==> config.mk <==
export PLATFORM = sky130hd
export DESIGN_NAME = coin_dispenser_flat
export DESIGN_NICKNAME = d
export VERILOG_FILES = /design/src/rtl/coin_dispenser_if.sv /design/src/rtl/coin_dispenser.sv /design/src/flat_wrapper.sv
export SDC_FILE = /design/constraint.sdc
export NUM_CORES = 1
export LEC_CHECK = 0
export CORE_MARGIN = 3
export CORE_UTILIZATION = 46
export CTS_CLUSTER_DIAMETER = 150
export CTS_CLUSTER_SIZE = 14
export DETAILED_ROUTE_END_ITERATION = 8
export PLACE_DENSITY = 0.73
export SLEW_MARGIN = 20
export SYNTH_ARGS = -nofsm -noshare
export SYNTH_HDL_FRONTEND = slang
export SYNTH_SLANG_ARGS = --single-unit
==> constraint.sdc <==
create_clock -name clk -period 2.2 [get_ports clk]
set_input_delay 0.44 -clock clk [delete_from_list [all_inputs] [get_ports clk]]
set_output_delay 0.44 -clock clk [all_outputs]
set_load 0.02 [all_outputs]
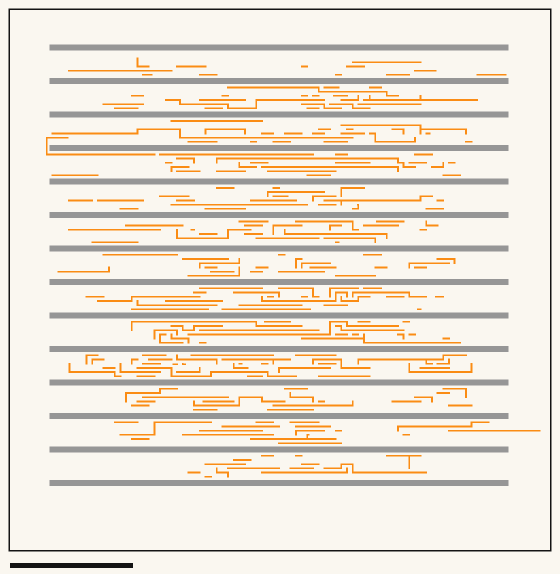
Figure 1: met1 routing.
The bar under the picture is 10 µm long. Supply wires on this layer in gray.
wire length on this layer: 831 µm
main direction: horizontal
longest straight run: 14.7 µm
Post-Route WL: 1.85 mm
via count: 752

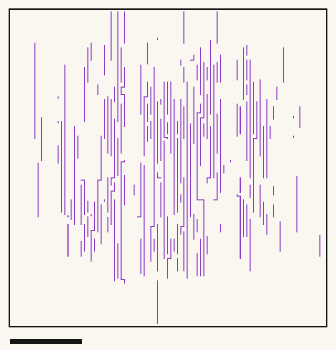
Figure 2: the metal 2 layer.
The bar under the picture is 10 µm long.
main direction: vertical
longest straight run: 27.2 µm
wire length on this layer: 903 µm
share of all routed wire: 49%
nets with wire on the layer: 110
met2 GRT Util: 35.5%

==> GITHUB_STEP_SUMMARY <==
## Synthesis and layout report

| Metric | Value |
|---|---|
| Total power | `814 µW` |
| Synth Instances | `85` |
| Clk latency late pin | `0.26 ns` |
| Worst Setup End Kind | `output port` |
| DR pass1 iterations | `4` |
| Int Power | `464 µW` |
| Status | `completed` |
| Crit Path Max Fanout | `4` |
| Fin. Hold Viols | `0` |
| Avg Cell Area, Syn | `7.76 µm²` |
| Max IR drop VDD | `0.427 mV` |
| Max cap viols | `0` |
| CTS root buf | `clkbuf_4` |
| Inst Count DP | `125` |
| First-pass GRT wire length | `3.13 mm` |
| Top cell area share | `18.2%` |
| Final Non-Filler Cells | `128` |
| Startpoint Class | `flip-flop` |
| Hold-critical path depth | `1` |
| Number of flip-flops in the largest register | `4` |
| Synth Register Bits | `6` |
| Total core area | `1320 µm²` |
| Largest net degree at the start of global routing | `12` |
| Pleak | `0.000391 µW` |
| Die Y | `43.9 µm` |
| Switch share | `43.0%` |
| Worst R2R Path Depth | `7` |
| Area delta synth->final | `40.6%` |
| WP data required | `1.76 ns` |
| TNS Setup | `0 ns` |
| Clk sinks | `6` |
| Die ar. | `1920 µm²` |
| Yosys cell count | `85` |
| # IOs | `14` |
| TritonCTS Buffers | `3` |
| Mapped Area | `659 µm²` |
| Minimum clock period | `2.09 ns` |
| Area leader, netlist | `dfxtp_1` |
| Final net count | `128` |
| Diode count | `0` |
| Count of library flops with an enable pin | `0` |
| YS warnings | `0` |
| WP data arrival | `1.65 ns` |
| Vias in the first global route | `728` |
| Layout cell share with drive strength beyond 1 | `22.1%` |
| Final slew viol count | `0` |
| Wirelength per Cell | `14.4 µm` |
| Initial detailed-routing violation count | `22` |
| Critical path class | `flip-flop to output port` |
| Reg clk slew, reported paths | `0.06 ns` |
| Unique cell type count in the Yosys netlist | `37` |
| CTS max path bufs | `2` |
| Slew headroom | `68.3%` |
| Routability cong. | `0.934` |
| Die Wd | `43.9 µm` |
| FP Util | `50.0%` |
| CTS tree | `done` |
| Final setup vio count | `0` |
| Port Buffers | `13` |
| Hold-fix buffers, CTS | `0` |
| Top_reg_cell synth | `dfxtp_1` |
| Synth Net Count | `98` |
| GRT Overall Usage | `21.8%` |
| Pwr/cell area | `878 nW/µm²` |
| Deepest level of the CTS H-tree | `1` |
| Tool Warnings | `28` |
| Hold Path Class | `flip-flop to flip-flop` |
| Power share of the clock group | `13.6%` |
| # rows | `13` |
| Seq pwr share | `19.2%` |
| Worst slew pin tran | `0.469 ns` |
| Clock skew | `0.0147 ns` |
| Yosys Chip Area | `659 µm²` |
| Fmax | `0.478 GHz` |
| Register share after synthesis | `18.2%` |
| Initial antenna violation count | `0` |
| Worst R2R Setup Slack | `0.26 ns` |
| DRC | `0` |
| HPWL after DPL | `1.44 mm` |
| Top cells, area | `dfxtp_1 18%, ha_1 7.6%, o211ai_1 4.6%` |
| Post-route ant nets | `0` |
| RSZ-0062 raised after global routing | `no` |
| Grt ovf | `0` |
| Logic pwr share | `67.2%` |
| Post-synth ARST share | `0%` |
| Vias per cell | `5.88` |
| Cycle use final | `95.0%` |
| Net Sw Power | `350 µW` |
## metrics by stage
step / setup slack, ns / instance area, µm² / hold WS, ns / util [%]
after floorplan: 0.136 / 659 / 0.571 / -
after global placement: -0.0350 / 912 / 0.627 / 69.2
after detailed placement: -0.0603 / 912 / 0.637 / 69.2
after CTS: 0.0449 / 931 / 0.650 / 70.7
after global routing: 0.0111 / 927 / 0.705 / 70.4
final: 0.110 / 927 / 0.643 / 70.4
## logic make-up (layout without fill, tap and decap cells)
group / after synthesis / count (layout) / share of synthesized area [%]
AOI/OAI and AO/OA: 28 / 28 / 35.3
xor gates and xnor gates: 1 / 1 / 1.33
DFF: 6 / 6 / 18.2
buffers and inverters: 11 / 39 / 6.45
and+or+nand+nor: 35 / 35 / 31.1
adders and majority gates: 4 / 4 / 7.59
## timing repair
item                                    CTS  global route
gates resized                             3             4
endpoints found under the setup margin    3             2
buffers inserted                          0             0
endpoints found under the hold margin     0             0
## layout make-up
class / count / area [µm²]
multi-input combinational: 68 / 497
tap: 15 / 18.8
clock buffer: 3 / 22.5
inverter: 7 / 26.3
timing repair buffer: 29 / 243
fill: 114 / 390
sequential: 6 / 120
## Yosys cell counts (2+ instances only)
cell type and instances:
o22a_1 2, dfxtp_1 6, a31oi_1 2, inv_1 7
and2_1 3, o31ai_1 2, a21o_1 3, a21oi_1 4
nor2_1 7, clkbuf_1 3, ha_1 4, o211ai_1 4
nand2_1 2, o21ai_0 2, nor3_1 5, nor2b_1 3
nand3_1 4, nand2b_1 3
## critical path, stage by stage (launching register included)
cell           delay [ns]
dfxtp_1              0.32
inv_1                0.05
ha_1                 0.22
nor4_2               0.14
buf_4                0.17
o21ai_1              0.08
nor2_1               0.09
dlygate4sd2_1        0.33
## routing by layer
| layer | wire [µm] | GRT usage (%) |
|---|---|---|
| met1 | 830 | 26.1 |
| met2 | 902 | 35.5 |
| met3 | 95 | 9.13 |
| met4 | 17 | 6.02 |
| met5 | 0 | 0 |
## cell usage in the layout (no fill, tap or decap), types with 4 or more instances in the layout
| cell type | instances |
|---|---|
| nor2_1 | 7 |
| o211ai_1 | 4 |
| nand3_1 | 4 |
| ha_1 | 4 |
| a21oi_1 | 4 |
| clkdlybuf4s50_1 | 10 |
| inv_1 | 7 |
| nor3_1 | 5 |
| buf_4 | 16 |
| dfxtp_1 | 6 |
## power groups by stage
| stage | sequential, µW | combinational [µW] | clock, µW |
|---|---|---|---|
| finish | 156 | 547 | 111 |
| global route | 161 | 598 | 120 |
| floorplan | 167 | 319 | 0 |
| detailed placement | 159 | 543 | 0 |
| global placement | 156 | 535 | 0 |
| CTS | 157 | 543 | 116 |
Power is estimated from default activity; no workload was simulated.
